met3.png
(8 px per µm)
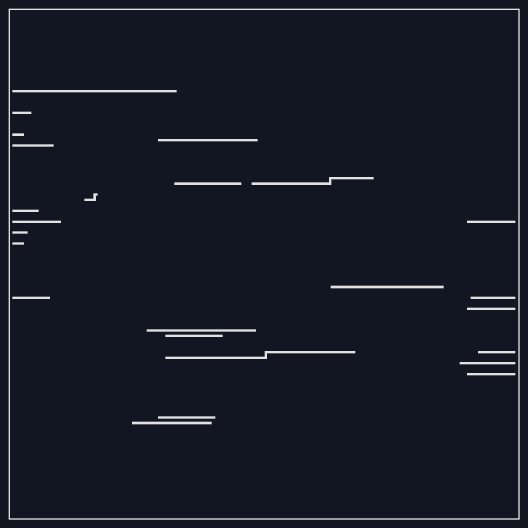
gate_families.png
(4 px per µm)
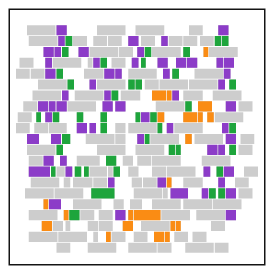
**src/rtl/spi_dac_multi_if.sv**
```systemverilog
// Sample handshake and DAC pad bundle for spi_dac_multi.
interface spi_dac_multi_if #(
   parameter int unsigned CHANNELS = 2,
   parameter int unsigned DATA_W   = 12
);
   logic [CHANNELS*DATA_W-1:0] sample_in;
   logic                       sample_valid;
   logic                       sample_ready;
   logic                       busy;
   logic                       spi_le;
   logic                       spi_clk;
   logic [CHANNELS-1:0]        spi_dat;
   logic                       frame_done;
   logic                       overrun;

   // Sample source / pad observer side
   modport master (
      output sample_in, sample_valid,
      input  sample_ready, busy, spi_le, spi_clk, spi_dat, frame_done, overrun
   );

   // Serialiser side
   modport slave (
      input  sample_in, sample_valid,
      output sample_ready, busy, spi_le, spi_clk, spi_dat, frame_done, overrun
   );
endinterface

```
**src/rtl/spi_dac_multi.sv**
```systemverilog
// Multi-channel serial front-end for DAC7611-style converters: all channels
// shift out in parallel on a shared SCLK/LE, one data line per channel.
// Optional macro SPI_DAC_PENDING_EN adds a one-deep pending sample buffer
// so frames can run back to back.
module spi_dac_multi #(
   parameter int unsigned CHANNELS  = 2,
   parameter int unsigned DATA_W    = 12,
   parameter int unsigned CMD_W     = 4,
   parameter logic [31:0] CMD       = 32'b0011,
   parameter int unsigned CLK_DIV   = 1,
   parameter int unsigned LE_CYCLES = 1
) (
   input  logic           clk,
   input  logic           rst,
   spi_dac_multi_if.slave bus
);
   localparam int unsigned FW      = CMD_W + DATA_W;
   localparam int unsigned SW      = CHANNELS * DATA_W;
   localparam int unsigned CNT_MAX = (CLK_DIV > LE_CYCLES) ? CLK_DIV : LE_CYCLES;
   localparam int unsigned CNT_W   = $clog2(CNT_MAX + 1);
   localparam int unsigned BIT_W   = $clog2(FW + 1);
   // Command bits above the sample; with CMD_W=0 the shift pushes them all out
   localparam logic [FW-1:0] CMD_FRAME = FW'(64'(CMD) << DATA_W);

   typedef enum logic [1:0] {IDLE, SHIFT, LATCH} state_t;

   state_t                      state_q, state_d;
   logic [CNT_W-1:0]            cnt_q, cnt_d;
   logic                        phase_q, phase_d;
   logic [BIT_W-1:0]            bit_cnt_q, bit_cnt_d;
   logic [CHANNELS-1:0][FW-1:0] shift_q, shift_d;
   logic                        ready_c;
   logic                        le_d, sclk_d, busy_d, done_d, ovr_d;
   logic [CHANNELS-1:0]         dat_d;
`ifdef SPI_DAC_PENDING_EN
   logic [SW-1:0]               pend_q, pend_d;
   logic                        pend_full_q, pend_full_d;
`endif

   // Prefix every channel's sample with the command bits
   function automatic logic [CHANNELS-1:0][FW-1:0] build_frame(input logic [SW-1:0] s);
      logic [CHANNELS-1:0][FW-1:0] f;
      for (int k = 0; k < CHANNELS; k++) f[k] = CMD_FRAME | FW'(s[k*DATA_W +: DATA_W]);
      return f;
   endfunction

   // Ready depends on state registers only, never on sample_valid
`ifdef SPI_DAC_PENDING_EN
   assign ready_c = (state_q == IDLE) || !pend_full_q;
`else
   assign ready_c = (state_q == IDLE);
`endif
   assign bus.sample_ready = ready_c;

   // State and datapath registers plus registered pad outputs
   always_ff @(posedge clk) begin
      if (rst) begin
         state_q        <= IDLE;
         cnt_q          <= '0;
         phase_q        <= 1'b0;
         bit_cnt_q      <= '0;
         shift_q        <= '0;
         bus.spi_le     <= 1'b1;
         bus.spi_clk    <= 1'b0;
         bus.spi_dat    <= '0;
         bus.busy       <= 1'b0;
         bus.frame_done <= 1'b0;
         bus.overrun    <= 1'b0;
`ifdef SPI_DAC_PENDING_EN
         pend_q         <= '0;
         pend_full_q    <= 1'b0;
`endif
      end else begin
         state_q        <= state_d;
         cnt_q          <= cnt_d;
         phase_q        <= phase_d;
         bit_cnt_q      <= bit_cnt_d;
         shift_q        <= shift_d;
         bus.spi_le     <= le_d;
         bus.spi_clk    <= sclk_d;
         bus.spi_dat    <= dat_d;
         bus.busy       <= busy_d;
         bus.frame_done <= done_d;
         bus.overrun    <= ovr_d;
`ifdef SPI_DAC_PENDING_EN
         pend_q         <= pend_d;
         pend_full_q    <= pend_full_d;
`endif
      end
   end

   // Next-state: frame load, SCLK half-period timing, bit count, LE width
   always_comb begin
      state_d   = state_q;
      cnt_d     = cnt_q;
      phase_d   = phase_q;
      bit_cnt_d = bit_cnt_q;
      shift_d   = shift_q;
`ifdef SPI_DAC_PENDING_EN
      pend_d      = pend_q;
      pend_full_d = pend_full_q;
`endif
      case (state_q)
         IDLE: begin
`ifdef SPI_DAC_PENDING_EN
            if (pend_full_q) begin
               state_d     = SHIFT;
               cnt_d       = '0;
               phase_d     = 1'b0;
               bit_cnt_d   = '0;
               shift_d     = build_frame(pend_q);
               pend_d      = bus.sample_in;
               pend_full_d = bus.sample_valid;
            end else
`endif
            if (bus.sample_valid) begin
               state_d   = SHIFT;
               cnt_d     = '0;
               phase_d   = 1'b0;
               bit_cnt_d = '0;
               shift_d   = build_frame(bus.sample_in);
            end
         end
         SHIFT: begin
            if (cnt_q == CNT_W'(CLK_DIV - 1)) begin
               cnt_d   = '0;
               phase_d = ~phase_q;
               if (phase_q) begin
                  for (int k = 0; k < CHANNELS; k++) shift_d[k] = shift_q[k] << 1;
                  if (bit_cnt_q == BIT_W'(FW - 1)) state_d = LATCH;
                  else bit_cnt_d = bit_cnt_q + BIT_W'(1);
               end
            end else begin
               cnt_d = cnt_q + CNT_W'(1);
            end
         end
         LATCH: begin
            if (cnt_q == CNT_W'(LE_CYCLES - 1)) begin
               state_d = IDLE;
               cnt_d   = '0;
            end else begin
               cnt_d = cnt_q + CNT_W'(1);
            end
         end
         default: state_d = IDLE;
      endcase
`ifdef SPI_DAC_PENDING_EN
      if (state_q != IDLE && bus.sample_valid && !pend_full_q) begin
         pend_d      = bus.sample_in;
         pend_full_d = 1'b1;
      end
`endif
   end

   // Output values for the next cycle, derived from the next state
   always_comb begin
      le_d   = 1'b1;
      sclk_d = 1'b0;
      dat_d  = '0;
      busy_d = (state_d != IDLE);
      done_d = (state_q == LATCH) && (state_d != LATCH);
      ovr_d  = bus.sample_valid && !ready_c;
      if (state_d == SHIFT) begin
         sclk_d = phase_d;
         for (int k = 0; k < CHANNELS; k++) dat_d[k] = shift_d[k][FW-1];
      end
      if (state_d == LATCH) le_d = 1'b0;
   end
endmodule

```
**src/flat_wrapper.sv**
```systemverilog
// flat-port wrapper written by rule: the top's interface ports become plain ports
module spi_dac_multi_flat 
#(
   parameter int unsigned CHANNELS  = 2,
   parameter int unsigned DATA_W    = 12,
   parameter int unsigned CMD_W     = 4,
   parameter logic [31:0] CMD       = 32'b0011,
   parameter int unsigned CLK_DIV   = 1,
   parameter int unsigned LE_CYCLES = 1
)
  (clk, rst, bus_sample_in, bus_sample_valid, bus_sample_ready, bus_busy, bus_spi_le, bus_spi_clk, bus_spi_dat, bus_frame_done, bus_overrun);
  spi_dac_multi_if #(.CHANNELS(CHANNELS), .DATA_W(DATA_W)) bus_i ();
  input  logic clk;
  input  logic rst;
  input wire logic [$bits(bus_i.sample_in)-1:0] bus_sample_in;
  input wire logic [$bits(bus_i.sample_valid)-1:0] bus_sample_valid;
  output wire logic [$bits(bus_i.sample_ready)-1:0] bus_sample_ready;
  output wire logic [$bits(bus_i.busy)-1:0] bus_busy;
  output wire logic [$bits(bus_i.spi_le)-1:0] bus_spi_le;
  output wire logic [$bits(bus_i.spi_clk)-1:0] bus_spi_clk;
  output wire logic [$bits(bus_i.spi_dat)-1:0] bus_spi_dat;
  output wire logic [$bits(bus_i.frame_done)-1:0] bus_frame_done;
  output wire logic [$bits(bus_i.overrun)-1:0] bus_overrun;
  assign bus_i.sample_in = bus_sample_in;
  assign bus_i.sample_valid = bus_sample_valid;
  assign bus_sample_ready = bus_i.sample_ready;
  assign bus_busy = bus_i.busy;
  assign bus_spi_le = bus_i.spi_le;
  assign bus_spi_clk = bus_i.spi_clk;
  assign bus_spi_dat = bus_i.spi_dat;
  assign bus_frame_done = bus_i.frame_done;
  assign bus_overrun = bus_i.overrun;
  spi_dac_multi #(.CHANNELS(CHANNELS), .DATA_W(DATA_W), .CMD_W(CMD_W), .CMD(CMD), .CLK_DIV(CLK_DIV), .LE_CYCLES(LE_CYCLES)) u_core (.clk(clk), .rst(rst), .bus(bus_i));
endmodule
```
**config.mk**
```make
export PLATFORM = sky130hd
export DESIGN_NAME = spi_dac_multi_flat
export DESIGN_NICKNAME = d
export VERILOG_FILES = /design/src/rtl/spi_dac_multi_if.sv /design/src/rtl/spi_dac_multi.sv /design/src/flat_wrapper.sv
export SDC_FILE = /design/constraint.sdc
export NUM_CORES = 1
export LEC_CHECK = 0
export ABC_CLOCK_PERIOD_IN_PS = 2400
export CAP_MARGIN = 30
export CORE_UTILIZATION = 51
export CTS_CLUSTER_DIAMETER = 30
export DETAILED_ROUTE_END_ITERATION = 8
export HOLD_SLACK_MARGIN = 0.05
export PLACE_DENSITY_LB_ADDON = 0.1
export SLEW_MARGIN = 20
export SYNTH_ARGS = -nofsm -noshare
export SYNTH_HDL_FRONTEND = slang
export SYNTH_SLANG_ARGS = --single-unit
```
**constraint.sdc**
```tcl
create_clock -name clk -period 2.4 [get_ports clk]
set_clock_uncertainty 0.2 [all_clocks]
set_input_delay 0.48 -clock clk [delete_from_list [all_inputs] [get_ports clk]]
set_output_delay 0.48 -clock clk [all_outputs]
set_load 0.03 [all_outputs]
```
==> flow_metrics.tcl <==
# place-and-route summary
set metrics [dict create \
    power_switching_mw 0.359 \
    p_leak_nw 0.831 \
    crit_type "register to output port" \
    xor_share_pct 0 \
    worstPathRequired_ns 1.72 \
    ctsRootBufferMaster "clkbuf_8" \
    wl_per_cell_um 14.3 \
    chipArea_mm2 0.00404 \
    intPower_mw 1.12 \
    min_to "u_core.shift_q[30]$_SDFFE_PP0P_" \
    ir_worst_vdd_uv 375 \
    first_global_vias 1493 \
    stdcell_area_mm2 0.00236 \
    yosys-mux-area-fraction_pct 0.518 \
    dr_wl_met3_um 190 \
    fp_util_pct 55.7 \
    power-top-group "registers" \
    critPathMaxStageDelay_ns 0.69 \
    syn_nets 233 \
    sh_comb_area_pct 36.2 \
    regToRegSetupSlack_ns 0.21 \
    clkCellAreaFrac_pct 3.45 \
    lay_top_count "dfxtp_1" \
    dp_hpwl_um 2690 \
    period_used_pct 95.2 \
    met1_usage_pct 25.0 \
    seq-cell-share_pct 39.9 \
    slew_headroom_pct 64.6 \
    crit_path_end "bus_sample_ready" \
    setup_violations 0 \
    nNonClkInverters 3 \
    fa_ha_area_share_pct 1.30 \
    rr_worst_depth 6 \
    hold_viol_final 0 \
    clk_latency_ns 0.29 \
    cts_resized 0 \
    crit_path_start "u_core.state_q[1]$_SDFF_PP0_" \
    crit_arrival_ns 1.60 \
    final_util_pct 68.0 \
    clkTransAtPathRegs_ns 0.08 \
    placed_area_mm2 0.00228 \
    p_per_area_mw_per_mm2 626 \
    antenna_found_initial 0 \
    timing.hold.ws_ns 0.262 \
    min_path_cells 2 \
    timing.rr.start "u_core.bit_cnt_q[0]$_SDFFE_PP0P_" \
    finalWirelength_um 4010 \
    status "finished clean" \
    p_clk_share_pct 30.3 \
    grt_overflow 0 \
    area_delta_synth_final_pct 22.2 \
    grt_max_degree 30 \
    min-delay-start "u_core.shift_q[29]$_SDFFE_PP0P_" \
]
About met3.png:
longest straight run = 20.2 µm
nets with wire on the layer = 22
share of all routed wire = 4.7%

About gate_families.png:
NOR gates -> orange  # cells 21
NAND gates -> green  # cells 41
inverting AOI/OAI gates -> purple  # cells 60

synth_stat cells (all sizes together):
cell type	n	area [µm²]
nor2	11	41.3
dfxtp	47	941
nand4bb	1	16.3
a41oi	1	8.76
a311oi	2	23.8
and3	1	6.26
and3b	1	10.0
and4bb	1	16.3
a22oi	22	165
mux2i	1	10.0
inv	3	11.3
a31oi	3	25.0
o211ai	1	7.51
o21bai	1	7.51
nor3b	4	41.3
nand3b	2	15.0
or3b	1	8.76
nand3	29	145
or4b	1	10.0
nand2	8	30.0
and4b	2	20.0
a211oi	1	7.51
nor3	6	45.0
buf	16	109
nand2b	1	6.26
a311o	1	10.0
clkbuf	4	15.0
ha	2	25.0
and2b	1	7.51
a21oi	29	145
No activity file was given, so power comes from the tool's default toggle rates.
